**config.mk**
```make
export PLATFORM = sky130hd
export DESIGN_NAME = simple_fifo_write_arbiter
export DESIGN_NICKNAME = d
export VERILOG_FILES = /design/src/rtl/simple_fifo_arb_pkg.sv /design/src/rtl/simple_fifo_write_arbiter_rr_pick.sv /design/src/rtl/simple_fifo_write_arbiter.sv
export SDC_FILE = /design/constraint.sdc
export NUM_CORES = 1
export LEC_CHECK = 0
export CELL_PAD_IN_SITES_DETAIL_PLACEMENT = 1
export CELL_PAD_IN_SITES_GLOBAL_PLACEMENT = 2
export CORE_MARGIN = 2
export CORE_UTILIZATION = 25
export DETAILED_ROUTE_END_ITERATION = 16
export PLACE_DENSITY = 0.82
export SETUP_SLACK_MARGIN = 0.02
export SYNTH_ARGS = -nofsm -noshare
export SYNTH_HDL_FRONTEND = slang
export SYNTH_SLANG_ARGS = --single-unit
```
**constraint.sdc**
```tcl
create_clock -name clk -period 4.45 [get_ports clk]
set_clock_uncertainty 0.05 [all_clocks]
set_input_delay 0.89 -clock clk [delete_from_list [all_inputs] [get_ports clk]]
set_output_delay 0.89 -clock clk [all_outputs]
set_load 0.005 [all_outputs]
```
**src/rtl/simple_fifo_arb_pkg.sv**
```systemverilog
// Shared types and helpers for the simple_fifo write-port arbiter.
// Holds the FSM encoding and the one-hot grant encoder.
package simple_fifo_arb_pkg;

   typedef enum logic {
      ST_IDLE  = 1'b0,
      ST_BURST = 1'b1
   } state_t;

   localparam int MAX_REQ = 8;

   function automatic logic [MAX_REQ-1:0] onehot(input logic [2:0] idx);
      logic [MAX_REQ-1:0] v_oh;
      v_oh      = '0;
      v_oh[idx] = 1'b1;
      return v_oh;
   endfunction

endpackage

```
**src/rtl/simple_fifo_write_arbiter_rr_pick.sv**
```systemverilog
// Combinational round-robin picker: first set request at or after i_rr_ptr,
// wrapping modulo NUM_REQ.
module rr_pick #(
   parameter int NUM_REQ = 4,
   parameter int IDX_W   = 2
) (
   input  logic [NUM_REQ-1:0] i_req,
   input  logic [IDX_W-1:0]   i_rr_ptr,
   output logic [IDX_W-1:0]   o_pick,
   output logic               o_valid
);

   always_comb begin
      logic [IDX_W:0]   v_sum;
      logic [IDX_W-1:0] v_idx;
      o_pick  = '0;
      o_valid = 1'b0;
      v_sum   = '0;
      v_idx   = '0;
      // Scan farthest-first so the nearest set bit is the last one written.
      for (int k = NUM_REQ - 1; k >= 0; k--) begin
         v_sum = {1'b0, i_rr_ptr} + (IDX_W + 1)'(k);
         if (v_sum >= (IDX_W + 1)'(NUM_REQ)) begin
            v_sum = v_sum - (IDX_W + 1)'(NUM_REQ);
         end
         v_idx = v_sum[IDX_W-1:0];
         if (i_req[v_idx]) begin
            o_pick  = v_idx;
            o_valid = 1'b1;
         end
      end
   end

endmodule

```
**src/rtl/simple_fifo_write_arbiter.sv**
```systemverilog
// Round-robin arbiter sharing one FIFO write port between NUM_REQ requesters,
// with bounded bursts and flow control that counts the write already in flight.
module simple_fifo_write_arbiter
   import simple_fifo_arb_pkg::*;
#(
   parameter int NUM_REQ   = 4,
   parameter int WIDTH     = 8,
   parameter int DEPTH     = 8,
   parameter int MAX_BURST = 4
) (
   input  logic                     clk,
   input  logic                     reset,
   input  logic [NUM_REQ-1:0]       req,
   input  logic [NUM_REQ*WIDTH-1:0] data,
   output logic [NUM_REQ-1:0]       ack,
   output logic [NUM_REQ-1:0]       grant,
   output logic                     fifo_we,
   output logic [WIDTH-1:0]         fifo_din,
   input  logic [WIDTH-1:0]         fifo_count,
   input  logic                     fifo_full,
   output state_t                   dbg_state
);

   localparam int IDX_W = $clog2(NUM_REQ);
   localparam int CNT_W = $clog2(MAX_BURST) + 1;

   // Handshake: requester i's word is taken on a clk edge where req[i] & ack[i];
   // ack is combinational and only the current owner can see it high.

   state_t             r_state,     w_state_nxt;
   logic [NUM_REQ-1:0] r_grant,     w_grant_nxt;
   logic [IDX_W-1:0]   r_owner,     w_owner_nxt;
   logic [IDX_W-1:0]   r_rr_ptr,    w_rr_ptr_nxt;
   logic [CNT_W-1:0]   r_burst_cnt, w_burst_cnt_nxt;
   logic               r_fifo_we,   w_fifo_we_nxt;
   logic [WIDTH-1:0]   r_fifo_din,  w_fifo_din_nxt;

   logic [IDX_W-1:0]   w_pick;
   logic               w_pick_valid;
   logic [WIDTH:0]     w_sum;
   logic               w_space;
   logic               w_owner_req;
   logic [WIDTH-1:0]   w_owner_data;
   logic               w_accept;
   logic               w_last;

   rr_pick #(
      .NUM_REQ (NUM_REQ),
      .IDX_W   (IDX_W)
   ) u_rr_pick (
      .i_req    (req),
      .i_rr_ptr (r_rr_ptr),
      .o_pick   (w_pick),
      .o_valid  (w_pick_valid)
   );

   // The word on fifo_we is not yet in fifo_count, so it occupies a slot here.
   assign w_sum        = {1'b0, fifo_count} + (WIDTH + 1)'(r_fifo_we);
   assign w_space      = !fifo_full && (w_sum < (WIDTH + 1)'(DEPTH));
   assign w_owner_req  = req[r_owner];
   assign w_owner_data = data[r_owner*WIDTH +: WIDTH];
   assign w_accept     = (r_state == ST_BURST) && w_owner_req && w_space;
   assign w_last       = (r_burst_cnt == CNT_W'(MAX_BURST - 1));

   assign ack       = ((r_state == ST_BURST) && w_space) ? (r_grant & req) : '0;
   assign grant     = r_grant;
   assign fifo_we   = r_fifo_we;
   assign fifo_din  = r_fifo_din;
   assign dbg_state = r_state;

   always_comb begin
      w_state_nxt     = r_state;
      w_grant_nxt     = r_grant;
      w_owner_nxt     = r_owner;
      w_rr_ptr_nxt    = r_rr_ptr;
      w_burst_cnt_nxt = r_burst_cnt;
      w_fifo_we_nxt   = 1'b0;
      w_fifo_din_nxt  = r_fifo_din;
      case (r_state)
         ST_IDLE: begin
            if (w_pick_valid) begin
               w_grant_nxt     = NUM_REQ'(onehot(3'(w_pick)));
               w_owner_nxt     = w_pick;
               w_burst_cnt_nxt = '0;
               w_state_nxt     = ST_BURST;
            end
         end
         ST_BURST: begin
            if (w_accept) begin
               w_fifo_we_nxt   = 1'b1;
               w_fifo_din_nxt  = w_owner_data;
               w_burst_cnt_nxt = r_burst_cnt + 1'b1;
            end
            if (!w_owner_req || (w_accept && w_last)) begin
               w_grant_nxt  = '0;
               w_rr_ptr_nxt = (r_owner == IDX_W'(NUM_REQ - 1)) ? '0 : r_owner + 1'b1;
               w_state_nxt  = ST_IDLE;
            end
         end
         default: begin
            w_grant_nxt = '0;
            w_state_nxt = ST_IDLE;
         end
      endcase
   end

   always_ff @(posedge clk or negedge reset) begin
      if (!reset) begin
         r_state     <= ST_IDLE;
         r_grant     <= '0;
         r_owner     <= '0;
         r_rr_ptr    <= '0;
         r_burst_cnt <= '0;
         r_fifo_we   <= 1'b0;
         r_fifo_din  <= '0;
      end else begin
         r_state     <= w_state_nxt;
         r_grant     <= w_grant_nxt;
         r_owner     <= w_owner_nxt;
         r_rr_ptr    <= w_rr_ptr_nxt;
         r_burst_cnt <= w_burst_cnt_nxt;
         r_fifo_we   <= w_fifo_we_nxt;
         r_fifo_din  <= w_fifo_din_nxt;
      end
   end

endmodule

```
Figure 1. The metal 1 layer (run 1).
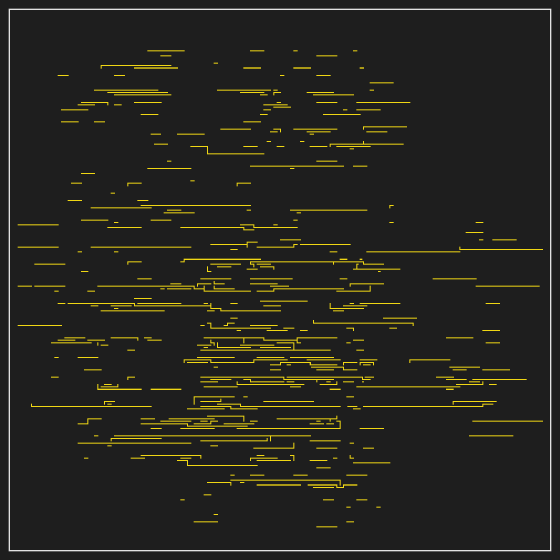
longest straight run: 27.1 um
share of all routed wire: 38%
wire length on this layer: 1350 um
main direction: horizontal

Figure 2. Signal metal coverage by tile (run 1).
Bar = 20 um. The die is cut into 15 by 15 equal tiles; dark blue is low, red is high, scaled to the fullest tile. Values are wire area over tile area, all layers added.
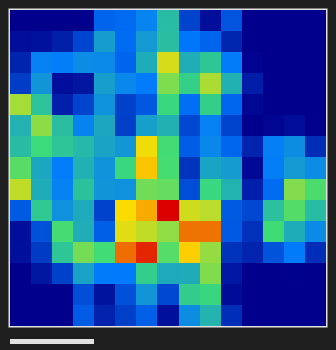
tiles over half the peak: 16%
mean over tiles: 0.10
emptiest ninth of the die: top right
nearly empty tiles: 20%

==> metrics.csv, run 1 <==
metric,value,unit
status,finished clean,
fillers,523,
power.group.top,combinational logic,
pg_seq,0.339,mW
drt-wirelength-per-cell,15.6,um
cp-endpoint,ack[3],
place_ws,771,ps
root_buffer,clkbuf_8,
hp-start,r_burst_cnt[0]$_DFFE_PN0P_,
buf_share,0.323,
largest_reg_flops,8,
avgSynthCellArea,12.5,um^2
min_path_cells,1,
avgViaCountPerCell,4.83,
comb-power,0.394,mW
clock_latency,260,ps
ios,65,
grt_max_degree,22,
num_vias,1106,
ys_seq_frac,0.419,
synthArstFlopShare,1.00,
core_region_area,4790,um^2
cts_hold_buf,0,
top_cells_by_count,"dfrtp_1, mux4_2, mux2_2, nand2_1",
n_tap_cell,67,
crit_fanout,4,
cp.arrival,2750,ps
combPwrFrac,0.460,
num-nonclk-buffers,64,
yosys_warnings,0,
fin_util,0.415,
seqPwrFrac,0.396,
drt_iter0_markers,15,
nClkBuffers,4,
total_power,0.856,mW
grt_pass1_vias,1249,
slew_viol_final,0,
intPower,0.574,mW
grt_pass1_wl,5800,um
comb_cells,68,
rows,25,
synthCells,100,
seq_share,0.265,
design_area,1980,um^2
p_clk,0.123,mW
syn_nets,150,
reg2reg_slack,2240,ps
rsz0062_at_grt,no,
cts_tree,done,
cts_resized,0,
synth-edff-count,0,
critPathLaunch,fifo_count[6],
finalCriticalPeriod,3690,ps
clkTransAtPathRegs,70,ps
r2r-start,r_owner[0]$_DFFE_PN0P_,
synth.top_cell.area_share,0.419,
io_buffer_count,64,
fp_util,0.262,
syn_area,1250,um^2
timing.hold.ws,453,ps
cts_made_buffers,3,
cp.required,3510,ps
fmax,271,MHz
setup_tns,0,ps
clk_path_buf_depth,2,
yosys.area.top_type,dfrtp_1,
yosys_cells,100,
fin_cells,229,
worstSetupStartpointType,input port,
drive_above_1_share,0.167,
fin_ws,763,ps
finalCritPeriodShare,0.829,
regArea,526,um^2
die_w,74.9,um
grt_usage,0.136,
clockPowerShare,0.143,
place_congestion,0.749,
finalHoldViolCount,0,
hp-class,register to register,
non_clock_inverter_count,5,
antenna_left,0,
synthFlopType,dfrtp_1,
postCtsSetupRepairBufs,0,
peakVddDrop,0.000144,V
area_delta_synth_final,58.1,%
endpoint_kind,output pin,
chipArea,5600,um^2
antenna_found_initial,0,
clkSinkCount,21,
tightest_slew,976,ps
drt_wl_total,3580,um
synth_chip_area,1250,um^2
flops,21,
antenna_cells,0,
critPathKind,input port to output pin,
comb_area_share,0.338,
post-route-drc-count,0,
overflow,0,
final_common_cell,clkdlybuf4s50_1,
drtPass1Iterations,4,
hpwl,2870,um
synth_cell_types,33,
switching_share,0.329,
worstRegToRegCells,3,
final-setup-viol-count,0,
final_nets,213,
p_leak,0.807,nW
regToRegEndpoint,r_rr_ptr[1]$_DFFE_PN0P_,
dp.cells,225,
maxCapViolCount,0,
max_slew_margin,0.348,
p_per_area,431,nW/um^2
warnings,26,
min_to,r_burst_cnt[0]$_DFFE_PN0P_,
Figure 3. Metal 3 (run 1).
Bar = 20 um.
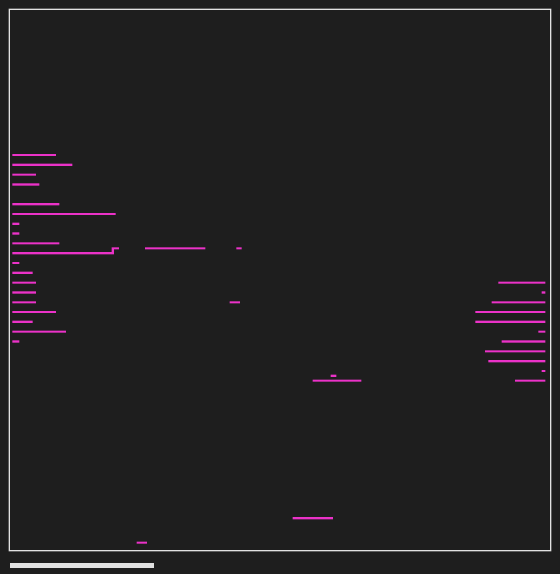
longest straight run: 14.0 um
nets with wire on the layer: 34
main direction: horizontal
wire length on this layer: 173 um

[run 1: routing by layer]
metal / vias to the layer above / track usage / wire length (um) / part of all wire
met3: 6 / 0.0134 / 172 / 0.048
met2: 38 / 0.256 / 1990 / 0.56
met1: 558 / 0.153 / 1350 / 0.38
li1: 504 / - / - / -
met4: 0 / 0.0595 / 68 / 0.019
met5: - / 0 / 0 / 0
[run 1: worst max-delay path, cell delays in order]
cell,delay (ps)
clkdlybuf4s50_1,440
nor4b_2,420
and3_1,290
and3_1,210
clkdlybuf4s50_1,510
[run 1: cell families after synthesis]
kind of cell / share of synthesized area
AND/OR/NAND/NOR: 0.142
flip-flops: 0.419
multiplexers: 0.268
AND-OR/OR-AND: 0.0947
buffers and inverters: 0.0468
adder cells (fa/ha/maj): 0.0299
Figure 4. The clock network (run 1).
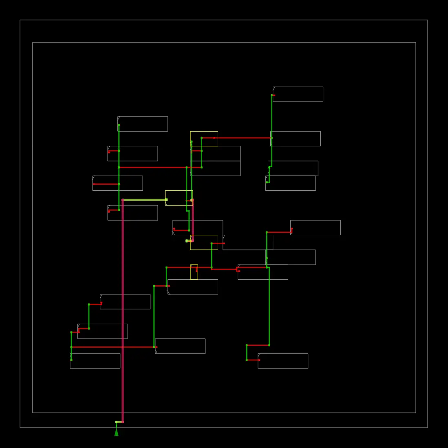

==> inputs of run 2 (changes only) <==
- CORE_UTILIZATION: 25 -> 21
- PLACE_DENSITY: 0.82 -> 0.74
- clock period: 4.45 -> 3.3 ns (I/O delays scaled with it)
Figure 5. The clock network (run 2).
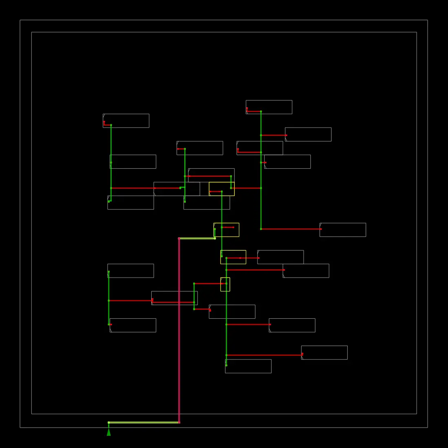
power in the clock group: 0.167 mW
worst skew pair latency: 260 ps
flop count: 21
clk_buf instances: 3
Num CTS Buffers: 3

==> run 2 against run 1 <==
Against the previous run: critical path depth unchanged; critical endpoint is now ack[0]; cell area grew 1.3%; cell count grew 4.4%; flip-flop count unchanged; combinational power up 45%.
==> metrics.csv, run 2 <==
metric,value,unit
status,finished clean,
root_buffer,clkbuf_8,
antenna_cells,0,
path_buffers,2,
n_tap_cell,75,
comb_area_share,0.334,
chipArea,6610,um^2
crit_family,buffers and inverters,
regArea,526,um^2
drt-wirelength-per-cell,15.2,um
routed-wl-met3,222,um
top_cells_by_count,"dfrtp_1, mux4_2, mux2_2, nand2_1",
rsz0062_at_grt,no,
worstSetupStartpointType,input port,
tightest_slew,975,ps
area_delta_synth_final,60.2,%
seqPwrFrac,0.366,
topCombFamilyByArea,multiplexers,
synth_cell_types,33,
simple_gate_share,0.142,
synthCells,100,
drtPass1Iterations,4,
synth_chip_area,1250,um^2
grt_pass1_vias,1333,
clockPowerShare,0.144,
grt_max_degree,22,
cts_resized,0,
hpwl,2900,um
grtUsageMet3,0.0278,
drt_iter0_markers,47,
fin_util,0.344,
num_vias,1089,
cp.required,2590,ps
finalCritPeriodShare,0.944,
antenna_left,0,
wirelength_met1,1390,um
final_common_cell,clkdlybuf4s50_1,
ys_seq_frac,0.419,
antenna_found_initial,0,
die_w,81.3,um
cp.arrival,2410,ps
drt_wl_total,3630,um
fillers,652,
critPathKind,input port to output pin,
place_congestion,0.742,
power.group.top,combinational logic,
total_power,1.17,mW
maxCapViolCount,0,
num-nonclk-buffers,66,
mux_share,0.268,
highest_layer,met4,
design_area,2010,um^2
critPathSlowestCell,clkdlybuf4s50_1,
yosys.area_share.xor_xnor,0,
io_buffer_count,64,
pg_seq,0.426,mW
seq_share,0.261,
drive_above_1_share,0.183,
p_leak,0.820,nW
met2_length,1990,um
yosys.area.top_type,dfrtp_1,
cts_hold_buf,0,
grt_pass1_wl,6130,um
peakVddDrop,0.000183,V
crit_fanout,4,
grt-busiest-layer,met2,
clkSinkCount,21,
warnings,26,
syn_nets,150,
Figure 6. Signal metal coverage by tile (run 2).
Bar = 20 um. The die is cut into 16 by 16 equal tiles; dark blue is low, red is high, scaled to the fullest tile. Values are wire area over tile area, all layers added.
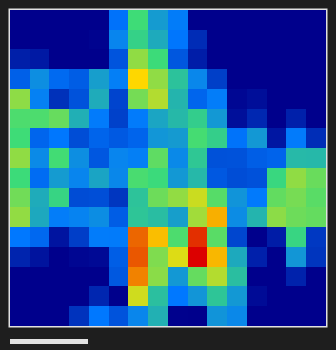
mean over tiles: 0.086
tiles over half the peak: 18%
emptiest ninth of the die: top right
densest ninth of the die: bottom middle
fullest tile: 0.34

[run 2: final timing paths]
kind	start	end	slack [ps]	depth (start not counted)
worst max-delay path	fifo_count[6]	ack[0]	180	5
worst min-delay path	fifo_din[6]$_DFFE_PN0P_	fifo_din[6]$_DFFE_PN0P_	460	1
worst max register to register	r_owner[0]$_DFFE_PN0P_	r_rr_ptr[1]$_DFFE_PN0P_	1350	4
worst min register to register	fifo_din[6]$_DFFE_PN0P_	fifo_din[6]$_DFFE_PN0P_	460	1
max in group asynchronous	reset	fifo_din[7]$_DFFE_PN0P_	1720	1
min in group asynchronous	reset	fifo_din[0]$_DFFE_PN0P_	890	1
[run 2: stage by stage]
step	worst slack, ps	hold slack, ps	instances
finish	185	465	239
global route	85.0	488	239
global placement	266	433	235
floorplan	1170	314	100
detailed placement	153	445	235
CTS	144	468	239
Figure 7. The metal 1 layer (run 2).
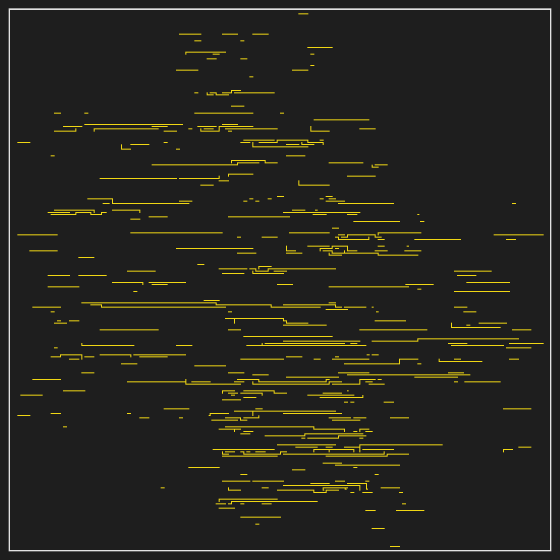

==> inputs of run 3 (changes only) <==
- CAP_MARGIN: not set -> 20
Figure 8. The metal 1 layer (run 3).
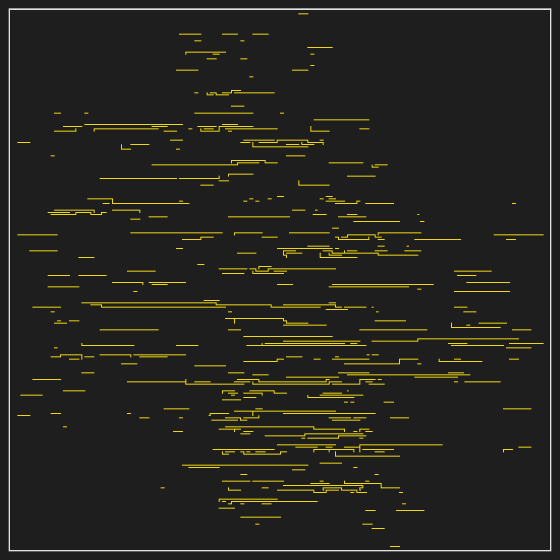
longest straight run: 20.2 um
main direction: horizontal
nets with wire on the layer: 180
wire length on this layer: 1390 um
share of all routed wire: 38%
M1 GR Usage: 0.136
final wirelength: 3640 um

Figure 9. Signal metal coverage by tile (run 3).
Bar = 20 um. The die is cut into 16 by 16 equal tiles; dark blue is low, red is high, scaled to the fullest tile. Values are wire area over tile area, all layers added.
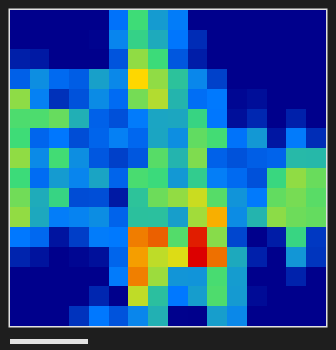
mean over tiles: 0.087
tiles over half the peak: 19%
emptiest ninth of the die: top right
fullest tile: 0.34
densest ninth of the die: bottom middle
nearly empty tiles: 28%
routed len/inst: 15.2 um
GRT Util Overall: 0.120
Vias: 1090

==> run 3 against run 2 <==
Against the previous run: sequential share of layout area shrank 0.19 points; clock power is essentially flat; cell count grew 0.42%; combinational power is essentially flat; synthesized cell count is the same; register-to-register slack is essentially flat; count of clock-buffer cells in the layout is the same; die size is the same; fmax is essentially flat; cell area grew 0.75%; critical endpoint unchanged; largest cell class unchanged.
==> metrics.csv, run 3 <==
metric,value,unit
antenna_cells,0,
synthArstFlopShare,1.00,
clockPowerShare,0.144,
area_delta_synth_final,61.4,%
drtPass1Iterations,4,
antenna_found_initial,0,
chipArea,6610,um^2
place_congestion,0.742,
core_region_area,5850,um^2
status,finished clean,
fin_util,0.346,
timing.hold.ws,465,ps
regToRegEndpoint,r_rr_ptr[0]$_DFFE_PN0P_,
nClkBuffers,3,
highest_layer,met4,
met2_length,1990,um
fmax,321,MHz
seq_share,0.259,
root_buffer,clkbuf_8,
io_buffer_count,64,
setup_tns,0,ps
regArea,526,um^2
fp_util,0.214,
comb-power,0.574,mW
drive_above_1_share,0.188,
cts_tree,done,
top_cells_by_count,"dfrtp_1, mux4_2, mux2_2, nand2_1",
post-route-drc-count,0,
drt_iter0_markers,38,
pg_seq,0.426,mW
peakVddDrop,0.000182,V
switching_share,0.330,
reg2reg_slack,1340,ps
crit_fanout,4,
cp.arrival,2400,ps
final_nets,216,
hp-class,register to register,
critPathKind,input port to output pin,
synth.top_cell.area_share,0.419,
yosys.area.top_type,dfrtp_1,
min_to,fifo_din[6]$_DFFE_PN0P_,
comb_cells,68,
hp-start,fifo_din[6]$_DFFE_PN0P_,
cts_resized,0,
synthCells,100,
flops,21,
finalCriticalPeriod,3110,ps
cp.required,2590,ps
wirelength_met1,1390,um
simple_gate_share,0.142,
tightest_slew,461,ps
clock_latency,250,ps
power.group.top,combinational logic,
rows,28,
syn_nets,150,
r2r-start,r_owner[0]$_DFFE_PN0P_,
grt_pass1_vias,1333,
seqPwrFrac,0.365,
final_common_cell,clkdlybuf4s50_1,
slew_viol_final,0,
grtUsageMet3,0.0278,
clkTransAtPathRegs,80,ps
fin_cells,240,
num-nonclk-buffers,67,
n_tap_cell,75,
dp.cells,235,
antenna_left,0,
cts_made_buffers,3,
design_area,2030,um^2
avgSynthCellArea,12.5,um^2
yosys.area_share.xor_xnor,0,
postCtsSetupRepairBufs,0,
avgViaCountPerCell,4.54,
final-setup-viol-count,0,
finalHoldViolCount,0,
max_slew_margin,0.693,
yosys_warnings,0,
p_per_area,577,nW/um^2
finalCritPeriodShare,0.943,
buf_share,0.331,
clkSinkCount,21,
synthFlopType,dfrtp_1,
worstRegToRegCells,4,
grt-busiest-layer,met2,
overflow,0,
maxCapViolCount,0,
grt_pass1_wl,6130,um
p_leak,0.827,nW
topCombFamilyByArea,multiplexers,
synth-edff-count,0,
warnings,26,
hpwl,2900,um
cts_hold_buf,0,
clk_path_buf_depth,2,
yosys_cells,100,
grt_max_degree,22,
met2_usage,0.223,
syn_area,1250,um^2
aoi_share,0.0947,
endpoint_kind,output pin,
==> run 3: worst max path at each step <==
stage	startpoint	to	slack [ps]	depth (start not counted)
CTS	fifo_count[6]	ack[0]	140	5
global placement	fifo_count[6]	ack[3]	270	5
global route	fifo_count[6]	ack[2]	80	5
detailed placement	fifo_count[6]	ack[0]	150	5
floorplan	fifo_count[6]	ack[0]	1170	3
finish	fifo_count[6]	ack[0]	190	5
==> run 3: cell families (layout without fill, tap and decap cells) <==
group,count (synthesis),after routing
DFF,21,21
buffers and inverters,11,76
AOI/OAI and AO/OA,17,17
adders and majority gates,3,3
and+or+nand+nor,28,28
muxes,20,20
==> run 3: critical path: stages <==
cell,delay [ps]
clkdlybuf4s50_1,450
nor4b_2,330
and3_1,270
and3_1,180
clkdlybuf4s50_1,510

==> screenshots <==
Cell classes on the final placement.
Fill, decap, tap and diode cells in grey.
(a)
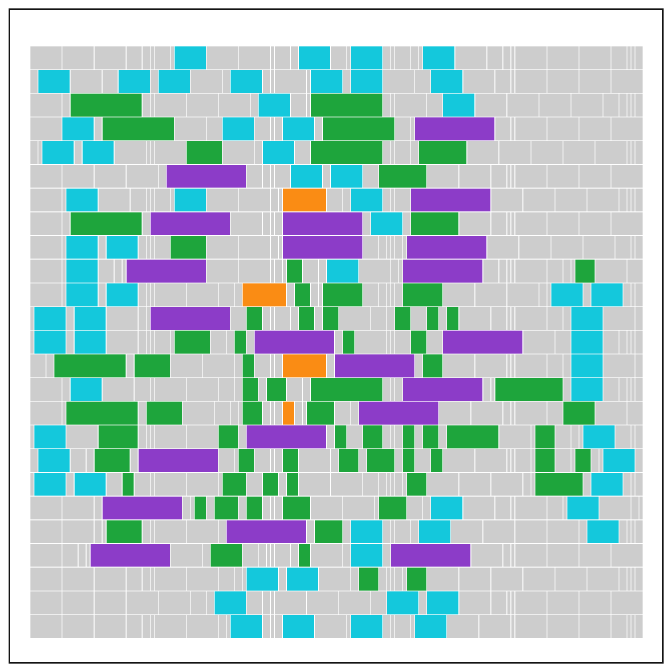
(b)
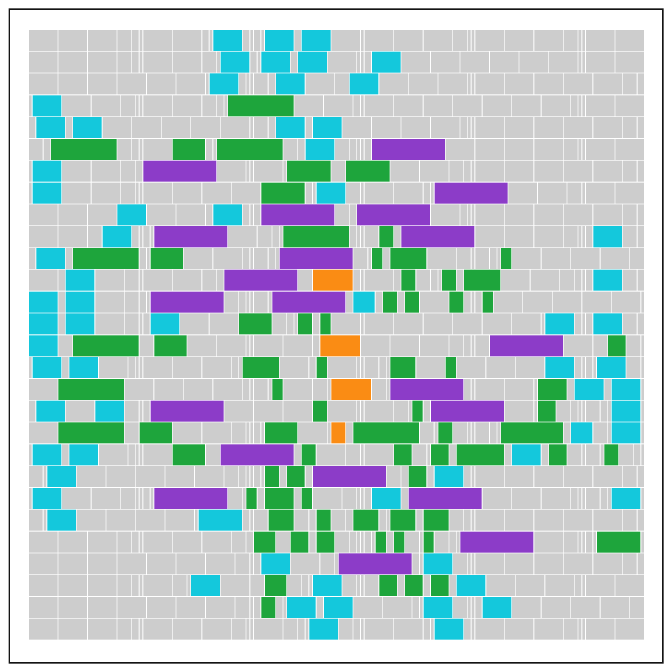
(b) is run 3.
(a) is run 1.
- highest utilization: (a)

Power and IR drop assume default switching activity.
